**src/rtl/key_cmd_scheduler.sv**
```systemverilog
// key_cmd_scheduler: synchronises and debounces the active-low plus/minus keys,
// arbitrates between them and emits single-cycle cmd_up/cmd_dn pulses with
// hold-to-auto-repeat for the up/down counter datapath.
//
//   state   | meaning
//   --------+----------------------------------------------------------
//   IDLE    | no key owns the counter, waiting for a fresh press
//   HOLD_UP | plus owns the counter, repeat timer running
//   HOLD_DN | minus owns the counter, repeat timer running
//   LOCK    | both keys involved, silent until both are released
module key_cmd_scheduler #(
    parameter int unsigned DEB_CYCLES    = 1_000_000,
    parameter int unsigned REPEAT_DELAY  = 25_000_000,
    parameter int unsigned REPEAT_PERIOD = 5_000_000,
    parameter int unsigned TMR_W         = 26
) (
    input  logic       clk_50mhz,
    input  logic       rst_n,
    input  logic       key_plus,
    input  logic       key_minus,
    input  logic       repeat_en,
    output logic       cmd_up,
    output logic       cmd_dn,
    output logic [1:0] key_db,
    output logic       busy
);

    typedef enum logic [1:0] {IDLE, HOLD_UP, HOLD_DN, LOCK} state_t;

    localparam logic [TMR_W-1:0] DEB_LAST = TMR_W'(DEB_CYCLES - 1);
    localparam logic [TMR_W-1:0] DLY_LAST = TMR_W'(REPEAT_DELAY - 1);
    localparam logic [TMR_W-1:0] PER_LAST = TMR_W'(REPEAT_PERIOD - 1);

    logic [1:0]       sync1;
    logic [1:0]       sync2;
    logic [1:0]       key_db_q;
    logic [TMR_W-1:0] deb_tmr [2];
    logic [TMR_W-1:0] rpt_tmr;
    logic             rpt_first;   // first auto-repeat of this hold already due
    state_t           state;

    logic plus_fell;
    logic minus_fell;
    logic rpt_hit;

    // Bit 0 is plus, bit 1 is minus throughout, matching key_db.
    assign plus_fell  = key_db_q[0] & ~key_db[0];
    assign minus_fell = key_db_q[1] & ~key_db[1];
    assign rpt_hit    = rpt_first ? (rpt_tmr == PER_LAST) : (rpt_tmr == DLY_LAST);

    // Two-flop synchroniser for the asynchronous key pins.
    always_ff @(posedge clk_50mhz) begin
        if (!rst_n) begin
            sync1 <= 2'b11;
            sync2 <= 2'b11;
        end else begin
            sync1 <= {key_minus, key_plus};
            sync2 <= sync1;
        end
    end

    // Per-key debounce: accept a new level only after DEB_CYCLES differing samples.
    always_ff @(posedge clk_50mhz) begin
        if (!rst_n) begin
            key_db     <= 2'b11;
            key_db_q   <= 2'b11;
            deb_tmr[0] <= '0;
            deb_tmr[1] <= '0;
        end else begin
            key_db_q <= key_db;
            for (int i = 0; i < 2; i++) begin
                if (sync2[i] == key_db[i]) begin
                    deb_tmr[i] <= '0;
                end else if (deb_tmr[i] == DEB_LAST) begin
                    key_db[i]  <= sync2[i];
                    deb_tmr[i] <= '0;
                end else begin
                    deb_tmr[i] <= deb_tmr[i] + TMR_W'(1);
                end
            end
        end
    end

    // Arbitration and command scheduling; busy tracks the next state.
    always_ff @(posedge clk_50mhz) begin
        if (!rst_n) begin
            state     <= IDLE;
            cmd_up    <= 1'b0;
            cmd_dn    <= 1'b0;
            busy      <= 1'b0;
            rpt_tmr   <= '0;
            rpt_first <= 1'b0;
        end else begin
            cmd_up <= 1'b0;
            cmd_dn <= 1'b0;
            case (state)
                IDLE: begin
                    rpt_tmr   <= '0;
                    rpt_first <= 1'b0;
                    // A press while the other key is already down is a conflict too.
                    if ((plus_fell && minus_fell) ||
                        (plus_fell && !key_db[1]) || (minus_fell && !key_db[0])) begin
                        state <= LOCK;
                        busy  <= 1'b1;
                    end else if (plus_fell) begin
                        state  <= HOLD_UP;
                        cmd_up <= 1'b1;
                        busy   <= 1'b1;
                    end else if (minus_fell) begin
                        state  <= HOLD_DN;
                        cmd_dn <= 1'b1;
                        busy   <= 1'b1;
                    end
                end
                HOLD_UP: begin
                    if (key_db[0]) begin
                        state <= IDLE;
                        busy  <= 1'b0;
                    end else if (!key_db[1]) begin
                        state <= LOCK;
                    end else if (rpt_hit) begin
                        rpt_tmr   <= '0;
                        rpt_first <= 1'b1;
                        cmd_up    <= repeat_en;
                    end else begin
                        rpt_tmr <= rpt_tmr + TMR_W'(1);
                    end
                end
                HOLD_DN: begin
                    if (key_db[1]) begin
                        state <= IDLE;
                        busy  <= 1'b0;
                    end else if (!key_db[0]) begin
                        state <= LOCK;
                    end else if (rpt_hit) begin
                        rpt_tmr   <= '0;
                        rpt_first <= 1'b1;
                        cmd_dn    <= repeat_en;
                    end else begin
                        rpt_tmr <= rpt_tmr + TMR_W'(1);
                    end
                end
                LOCK: begin
                    if (key_db == 2'b11) begin
                        state <= IDLE;
                        busy  <= 1'b0;
                    end
                end
                default: begin
                    state <= IDLE;
                    busy  <= 1'b0;
                end
            endcase
        end
    end

endmodule

```
**config.mk**
```make
export PLATFORM = sky130hd
export DESIGN_NAME = key_cmd_scheduler
export DESIGN_NICKNAME = d
export VERILOG_FILES = /design/src/rtl/key_cmd_scheduler.sv
export SDC_FILE = /design/constraint.sdc
export NUM_CORES = 1
export LEC_CHECK = 0
export CAP_MARGIN = 30
export CORE_MARGIN = 2
export CORE_UTILIZATION = 45
export CTS_CLUSTER_SIZE = 20
export DETAILED_ROUTE_END_ITERATION = 10
export SYNTH_ARGS = -nofsm -noshare
export SYNTH_HDL_FRONTEND = slang
export SYNTH_SLANG_ARGS = --single-unit
```
**constraint.sdc**
```tcl
create_clock -name clk_50mhz -period 2.88 [get_ports clk_50mhz]
set_input_delay 0.576 -clock clk_50mhz [delete_from_list [all_inputs] [get_ports clk_50mhz]]
set_output_delay 0.576 -clock clk_50mhz [all_outputs]
set_load 0.02 [all_outputs]
```
==> run_1/flops_by_reg.png <==
Other sequential cells in the stronger gray, the rest of the logic in the fainter gray.
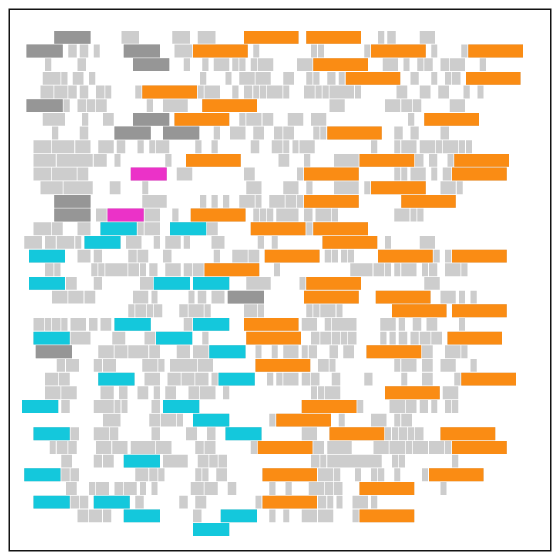
[magenta] `sync2` | flops: 2
[orange] `deb_tmr` | flops: 52
[cyan] `rpt_tmr` | flops: 26
sequential group power: 1.48 mW
Register Area: 2360 um2

==> run_1/layer_met3.png <==
The bar under the picture is 20 um long.
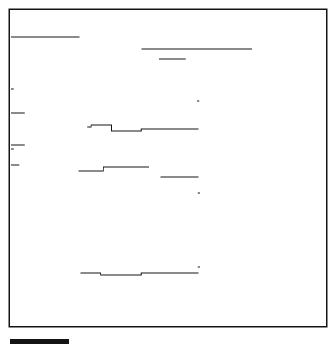
wire length on this layer: 202 um
main direction: horizontal
DRT Wirelength: 8850 um
detailed-route via count: 3596
GRT met3 Usage: 3.63%

==> run_1/layer_met2.png <==
Cells faint in the background.
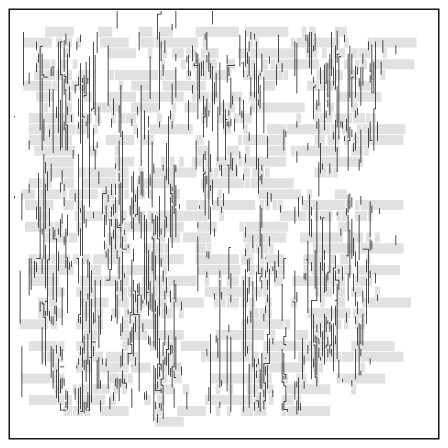
longest straight run: 37.7 um
wire length on this layer: 4050 um
nets with wire on the layer: 453
main direction: vertical
share of all routed wire: 46%
met2 Track Usage GR: 26.6%

==> run_1/congestion.png <==
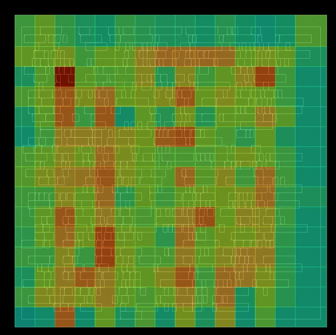
Routed WL per cell: 12.5 um
Most Crowded Layer GR: met2
met1 Track Usage GR: 23.7%

==> results.json, run 1 <==
{
  "run_status": "completed",
  "io_buffers": 9,
  "finalNetCount": 577,
  "top_regs": "deb_tmr x52, rpt_tmr x26",
  "ff_type": "edfxtp_1",
  "cts.sink_count": 92,
  "power_density_nw_per_um2": 508,
  "boundaryPins": 10,
  "synth_cell_types": 51,
  "pg_comb_mw": 0.394,
  "post-route-min-period_ns": 2.44,
  "p_clk_share_pct": 32.0,
  "fp_util_pct": 46.4,
  "first_global_vias": 3442,
  "drt_iter0_drc": 122,
  "drtAntennaViolNets": 0,
  "edf_count": 52,
  "antenna_found_initial": 0,
  "yosys-top-cells-area": "edfxtp_1 32%, dfxtp_1 17%, xnor2_1 6.9%, nor2_1 6.2%, xor2_1 3.8%",
  "max_slew_margin_pct": 39.5,
  "ys_seq_share_pct": 49.1,
  "grt_start_max_net_pins": 27,
  "synth.top_cells.by_count": "80 x nor2_1, 52 x edfxtp_1, 40 x dfxtp_1",
  "post-route-util_pct": 52.3,
  "p_sw_share_pct": 27.4,
  "syn-mean-instance-area_um2": 9.52,
  "startpoint": "deb_tmr[1][12]$_SDFFCE_PN0P_",
  "final.fill_count": 975,
  "worst_hold_slack_ns": 0.415,
  "ys_cells": 506,
  "power.switching_mw": 0.756,
  "globalRouteOverflowTotal": 0,
  "syn_to_final_growth_pct": 12.7
}
==> run 1: cell families after synthesis <==
logic type / share of synthesized area [%]
and+or+nand+nor: 25.7
AOI/OAI and AO/OA: 8.99
buffers and inverters: 3.17
other: 0.0779
adders and majority gates: 1.82
DFF: 49.1
xor gates and xnor gates: 10.7
muxes: 0.416
==> run 1: path summary, 6_finish.rpt <==
path / endpoint / cells past startpoint / slack [ns]
worst max-delay path: deb_tmr[1][25]$_SDFFCE_PN0P_ / 6 / 0.44
worst min-delay path: sync2[1]$_SDFF_PN1_ / 1 / 0.41
worst min register to register: sync2[1]$_SDFF_PN1_ / 1 / 0.41
worst max register to register: deb_tmr[1][25]$_SDFFCE_PN0P_ / 6 / 0.44
==> run 1: per-stage QoR <==
step,area (um2),instances,setup slack (ns)
after floorplan,5010,557,0.802
after global placement,5230,690,0.473
after detailed placement,5230,690,0.357
after CTS,5430,706,0.331
after global routing,5430,706,0.0858
final,5430,706,0.443
==> run 1: worst max-delay path, stage by stage (launching register included) <==
cell and delay (ns):
edfxtp_1 0.46, nor4b_1 0.38, nand3_1 0.13, nor3_1 0.20
buf_4 0.17, or3_1 0.70, nor2_1 0.13
==> run 1: routing by layer <==
layer / routed length, um / GRT usage (%) / up-vias
met5: 0 / 0 / -
met4: 104 / 5.95 / 0
met3: 202 / 3.63 / 8
met2: 4050 / 26.6 / 21
met1: 4490 / 23.7 / 1685
li1: - / - / 1882
==> run 1: layout make-up <==
cell class	count	area [um2]	share of cell area, %
clock inverter	6	63.8	1.18
sequential	92	2360	43.5
inverter	18	67.6	1.24
tap	136	170	3.14
multi-input combinational	429	2490	45.9
clock buffer	10	138	2.54
timing repair buffer	15	135	2.49
--- run 2 (diff from run 1) ---
==> constraint.sdc (replaced) <==
create_clock -name clk_50mhz -period 2.1 [get_ports clk_50mhz]
set_input_delay 0.42 -clock clk_50mhz [delete_from_list [all_inputs] [get_ports clk_50mhz]]
set_output_delay 0.42 -clock clk_50mhz [all_outputs]
set_load 0.02 [all_outputs]
==> run_2/layer_met3.png <==
The bar under the picture is 20 um long.
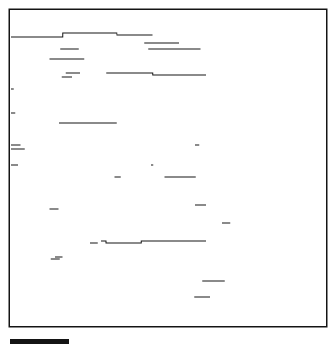
DRT Wirelength: 9610 um
GRT met3 Usage: 3.93%

==> run 2 against run 1 <==
  * Total power increased by 43%
  * Sequential cell count stayed put
  * Combinational power rose by 91%
  * Critical path depth grew 2
  * Core utilization increased by 4.0 points
  * First-iteration DRC count up 48%
  * Clock-buffer cell count grew 4
  * Non-clock buffer count is 41 higher
==> results.json, run 2 <==
{
  "crit_chain": "inv_1 > ha_2 > a211oi_4 > buf_4 > buf_4 > nor2_1 > or4_1 > a31oi_1",
  "critPathTopFamily": "simple AND/OR/NAND/NOR gates",
  "ff_count": 92,
  "adder_share_pct": 1.82,
  "clock_cell_area_share_pct": 3.21,
  "cts.sink_count": 92,
  "globalRouteOverflowTotal": 0,
  "post-route-min-period_ns": 2.01,
  "slowest_stage": "or4_1",
  "synth_cell_types": 51,
  "ff_type": "edfxtp_1",
  "nNonClkInverters": 18,
  "final.fill_count": 979,
  "synth.top_cells.by_count": "80 x nor2_1, 52 x edfxtp_1, 40 x dfxtp_1",
  "syn_to_final_growth_pct": 21.3,
  "drtAntennaViolNets": 0,
  "synthTopLogicFamily": "simple AND/OR/NAND/NOR gates",
  "drt_iter0_drc": 181,
  "multi_input_comb_cells": 429,
  "first_global_vias": 3613,
  "cpMostUsedCell": "buf_4",
  "io_buffers": 9,
  "wl_per_cell_um": 12.9,
  "max_slew_margin_pct": 65.7,
  "ys_seq_share_pct": 49.1,
  "fp_util_pct": 46.4,
  "vias": 3765,
  "stdcell_area_um2": 5840,
  "worst-path-buf-inv": 3,
  "yosys.area_share.simple_pct": 25.7,
  "ys_cells": 506,
  "xor_area_share_pct": 10.7,
  "worst_hold_slack_ns": 0.431,
  "top_regs": "deb_tmr x52, rpt_tmr x26",
  "boundaryPins": 10,
  "antenna_found_initial": 0,
  "run_status": "completed",
  "largestClassByArea": "logic gates",
  "ys_sh_mux_pct": 0.416,
  "sh_comb_area_pct": 43.7,
  "finalNetCount": 618
}
==> run_2/flops_by_reg.png <==
Other sequential cells in the stronger gray, the rest of the logic in the fainter gray.
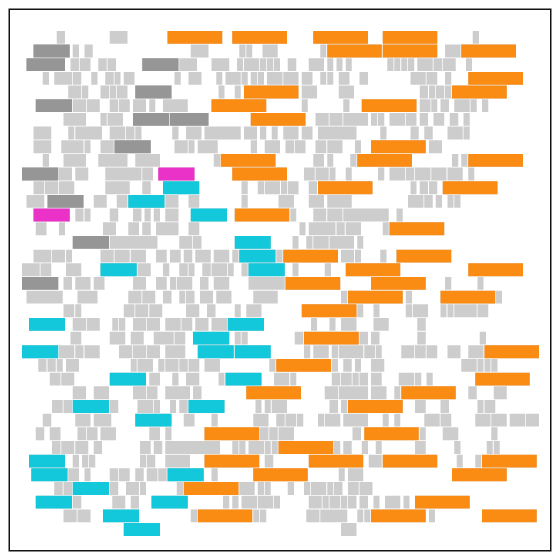
[cyan] `rpt_tmr` | flops: 26
[magenta] `sync2` | flops: 2
[orange] `deb_tmr` | flops: 52
not colored: 12
sequential group power: 2.02 mW
final core utilization: 56.3%
flop share of the area: 40.5%
Register Area: 2360 um2

[run 2: cell count changes in the layout (fill, tap and decap cells not counted), moves of 2 or more]
cell,change
buf_12,+3
buf_4,+37
clkbuf_1,+4
clkinv_1,-2
clkinv_4,-3
dfxtp_1,-2
dfxtp_2,+2
ha_1,-2
ha_2,+2
[run 2: worst paths after layout]
kind | start | endpoint | slack [ns] | cells after the start
worst max-delay path | state[0]$_SDFFE_PN0P_ | rpt_tmr[15]$_SDFFE_PN0P_ | 0.09 | 8
worst min-delay path | sync1[1]$_SDFF_PN1_ | sync2[1]$_SDFF_PN1_ | 0.43 | 1
worst max register to register | state[0]$_SDFFE_PN0P_ | rpt_tmr[15]$_SDFFE_PN0P_ | 0.09 | 8
worst min register to register | sync1[1]$_SDFF_PN1_ | sync2[1]$_SDFF_PN1_ | 0.43 | 1
[run 2: stage by stage]
step,setup WS (ns),std cells,setup TNS [ns]
global placement,-0.0923,723,-2.25
floorplan,0.0225,557,0
finish,0.0915,747,0
CTS,0.00293,739,0
detailed placement,-0.0422,723,-0.785
global route,-0.0460,747,-0.216
[run 2: per-layer routing]
layer  wire [um]  part of all wire (%)  track usage (%)  vias up
li1            -                     -                -     1959
met2        4550                    47             28.6       42
met5           0                     0                0        -
met3         247                   2.6             3.93        8
met4         108                   1.1             5.95        0
met1        4700                    49             23.5     1756
[run 2: timing repair]
item | 4_1_cts | 5_1_grt
setup endpoints to repair | 26 | 77
pin swaps | 0 | 3
gates cloned | 0 | 1
gates resized | 1 | 13
hold buffers | 0 | 0
hold endpoints to repair | 0 | 0
buffers inserted | 0 | 7
[run 2: power breakdown]
part	internal [mW]	switching, mW
Clock	0.585	0.593
Sequential	1.97	0.0567
Combinational	0.349	0.402
Total	2.90	1.05
No activity file was given, so power comes from the tool's default toggle rates.
